--- src/rtl/mul_uint8_rr_arbiter.sv ---
// Round-robin arbiter that shares one pipelined 8-bit unsigned multiplier
// among NUM_REQ requesters; results come back tagged with the requester ID.
module mul_uint8_rr_arbiter #(
   parameter int unsigned NUM_REQ = 4,
   parameter int unsigned LATENCY = 3,
   parameter int unsigned ID_W    = $clog2(NUM_REQ)
) (
   input  logic                      clk,
   input  logic                      rst,
   input  logic [NUM_REQ-1:0]        req_valid,
   input  logic [8*NUM_REQ-1:0]      req_a,
   input  logic [8*NUM_REQ-1:0]      req_b,
   output logic [NUM_REQ-1:0]        req_ready,
   output logic                      res_valid,
   output logic [7:0]                res_data,
   output logic [ID_W-1:0]           res_id,
   output logic [ID_W+LATENCY-1:0]   inflight
);

   localparam int unsigned INF_W = ID_W + LATENCY;
   localparam logic [INF_W-1:0] INF_ONE = INF_W'(1);
   localparam logic [ID_W-1:0]  PTR_RST = ID_W'(NUM_REQ - 1);

   logic [ID_W-1:0]    rr_ptr;
   logic [ID_W-1:0]    winner;
   logic [ID_W-1:0]    cand;
   logic               found;
   logic [NUM_REQ-1:0] grant;
   logic               accept;
   logic [7:0]         a_sel;
   logic [7:0]         b_sel;
   logic [15:0]        prod;

   logic [LATENCY-1:0] vld;
   logic [7:0]         data_q [LATENCY];
   logic [ID_W-1:0]    id_q   [LATENCY];

   // Search starts one past the last winner and wraps, so the last winner
   // becomes the lowest priority.
   always_comb begin
      winner = '0;
      cand   = '0;
      found  = 1'b0;
      grant  = '0;
      for (int unsigned k = 1; k <= NUM_REQ; k++) begin
         cand = ID_W'((32'(rr_ptr) + k) % NUM_REQ);
         if (!found && req_valid[cand]) begin
            found  = 1'b1;
            winner = cand;
         end
      end
      if (found && !rst) begin
         grant[winner] = 1'b1;
      end
   end

   assign req_ready = grant;
   assign accept    = |(req_valid & grant);

   always_comb begin
      a_sel = req_a[8*winner +: 8];
      b_sel = req_b[8*winner +: 8];
      prod  = 16'(a_sel) * 16'(b_sel);
   end

   always_ff @(posedge clk or posedge rst) begin
      if (rst) begin
         rr_ptr <= PTR_RST;
      end else if (accept) begin
         rr_ptr <= winner;
      end
   end

   // Valid bits shift every cycle; payload only moves behind a valid bit so
   // the output payload holds its last value across bubbles.
   always_ff @(posedge clk or posedge rst) begin
      if (rst) begin
         vld <= '0;
         for (int unsigned k = 0; k < LATENCY; k++) begin
            data_q[k] <= '0;
            id_q[k]   <= '0;
         end
      end else begin
         vld[0] <= accept;
         if (accept) begin
            data_q[0] <= prod[7:0];
            id_q[0]   <= winner;
         end
         for (int unsigned k = 1; k < LATENCY; k++) begin
            vld[k] <= vld[k-1];
            if (vld[k-1]) begin
               data_q[k] <= data_q[k-1];
               id_q[k]   <= id_q[k-1];
            end
         end
      end
   end

   assign res_valid = vld[LATENCY-1];
   assign res_data  = data_q[LATENCY-1];
   assign res_id    = id_q[LATENCY-1];

   always_ff @(posedge clk or posedge rst) begin
      if (rst) begin
         inflight <= '0;
      end else begin
         case ({accept, res_valid})
            2'b10:   inflight <= inflight + INF_ONE;
            2'b01:   inflight <= inflight - INF_ONE;
            default: inflight <= inflight;
         endcase
      end
   end

endmodule

--- config.mk ---
export PLATFORM = sky130hd
export DESIGN_NAME = mul_uint8_rr_arbiter
export DESIGN_NICKNAME = d
export VERILOG_FILES = /design/src/rtl/mul_uint8_rr_arbiter.sv
export SDC_FILE = /design/constraint.sdc
export NUM_CORES = 1
export LEC_CHECK = 0
export CORE_ASPECT_RATIO = 1.2
export CORE_UTILIZATION = 47
export DETAILED_ROUTE_END_ITERATION = 8
export PLACE_DENSITY = 0.85
export SKIP_LAST_GASP = 1
export SYNTH_ARGS = -nofsm -noshare
export SYNTH_HDL_FRONTEND = slang
export SYNTH_SLANG_ARGS = --single-unit
export TNS_END_PERCENT = 5
--- constraint.sdc ---
create_clock -name clk -period 7.9 [get_ports clk]
set_input_delay 0.79 -clock clk [delete_from_list [all_inputs] [get_ports clk]]
set_output_delay 0.79 -clock clk [all_outputs]
set_load 0.02 [all_outputs]
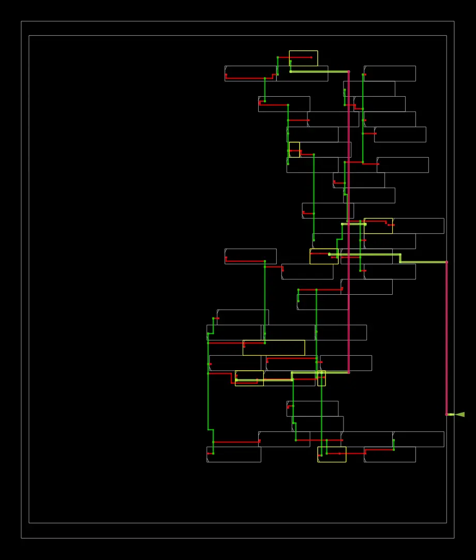
**Above:** the clock network.
FFs & Latches: 40
clk pwr: 0.162 mW
clock buffers: 6
clk_lat worst skew: 0.30 ns
TritonCTS Sinks: 40

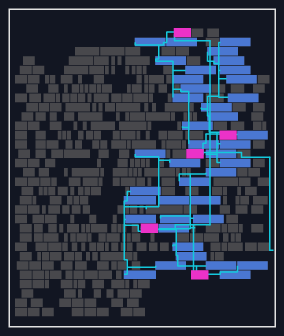
**Above:** routed clock nets over the placement.
- magenta: cells driving clock nets (count 5)
- blue: flip-flops (count 40)
- cyan: clock wires (length 473 µm)
- routed clock nets: 6
power share of the clock group: 10.8%
Setup Skew: 0.00627 ns

==> flow_summary.yaml <==
# flow metrics
setup_path:
  worstPathBufferInverterCount: 4
  start_kind: "primary input"
  end_kind: "flop"
  timing.critical_path.arrival_ns: 6.49
  setup.worst_path.end: "data_q[23]"
die:
  taps: 85
final_layout:
  area_fraction_of_clock_buffers_and_clock_inverters_pct: 2.59
  lay_top_count: "clkdlybuf4s50_1"
  drive_above_1_share_pct: 10.5
  nonClockBufferCount: 91
  top_area_cell_class: "combinational gates"
  nMultiInputCombCells: 236
  combinational_area_mm2: 0.00190
  syn_to_final_growth_pct: 30.1
  nets: 511
status:
  outcome: "complete, no violations"
synth:
  simple_gate_area_share_pct: 16.7
  synth.comb.largest_family: "simple AND/OR/NAND/NOR gates"
  yosys_cells: 332
  synth.yosys.chip_area_mm2: 0.00319
  ys_async_sr_fraction_pct: 100
  synth.cellmix.adderShare_pct: 16.0
  postSynthSeqShare_pct: 31.4
  top_cell: "dfrtp_1"
detailed_routing:
  top_signal_layer_used: "met4"
  routed-wl-met2_mm: 3.71
  routed-via-count: 2642
  viasPerCell: 5.35
  drt_drc_violations_left: 0
global_route:
  first_global_vias: 2778
  antenna_found_initial: 0
placed_design:
  place_area_mm2: 0.00405
  gp_congestion: 0.901
  pre_cts_slack_ns: 1.25
power_and_ir_drop:
  power_combinational_mw: 0.999
  power_report.internal_total_mw: 0.892
  power.net_switching_mw: 0.614
  p_per_area_mw_per_mm2: 362
  overall_power_mw: 1.51
timing:
  final.setup.worst_slack_ns: 1.58
  report.final.hold_viol_count: 0
  worst_pin_slew_ns: 0.795
  worst_hold_slack_ns: 0.479
  timing_max_transition_violations_final: 0
  setup-violations-final: 0
worst_hold_path:
  worstHoldPathCells: 2
  worst_hold_path_type: "flop to flop"
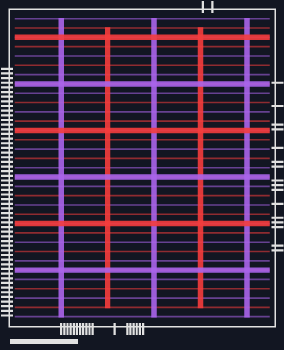
**Above:** floorplan with the power grid.
Bar = 20 µm. Pins as bars on the die edge.
- red: VDD
- purple: VSS
- rows: 32
- met5 straps: 6
- signal pins: 90
- met4 straps: 5
die boundary width: 77.3 µm
placeable core region: 0.00649 mm²
chip height: 92.3 µm
Worst IR Drop VDD: 172 µV

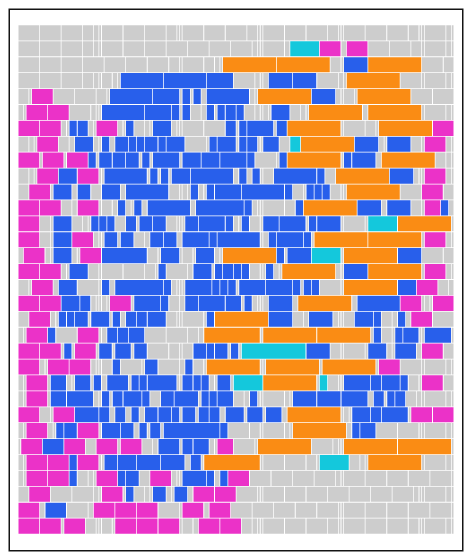
**Above:** cells coloured by class.
Fill, decap, tap and diode cells in grey.
- orange: flip-flops (cells 40)
- cyan: clock drivers and dummy loads (cells 8)
- blue: all other logic (cells 270)
- magenta: other buffers and delay cells (cells 91)
FP Rows: 32
Core Util, Final: 64.1%
fraction of area in registers: 24.1%

Power figures rest on the tool's default switching activity, not on a simulated workload.
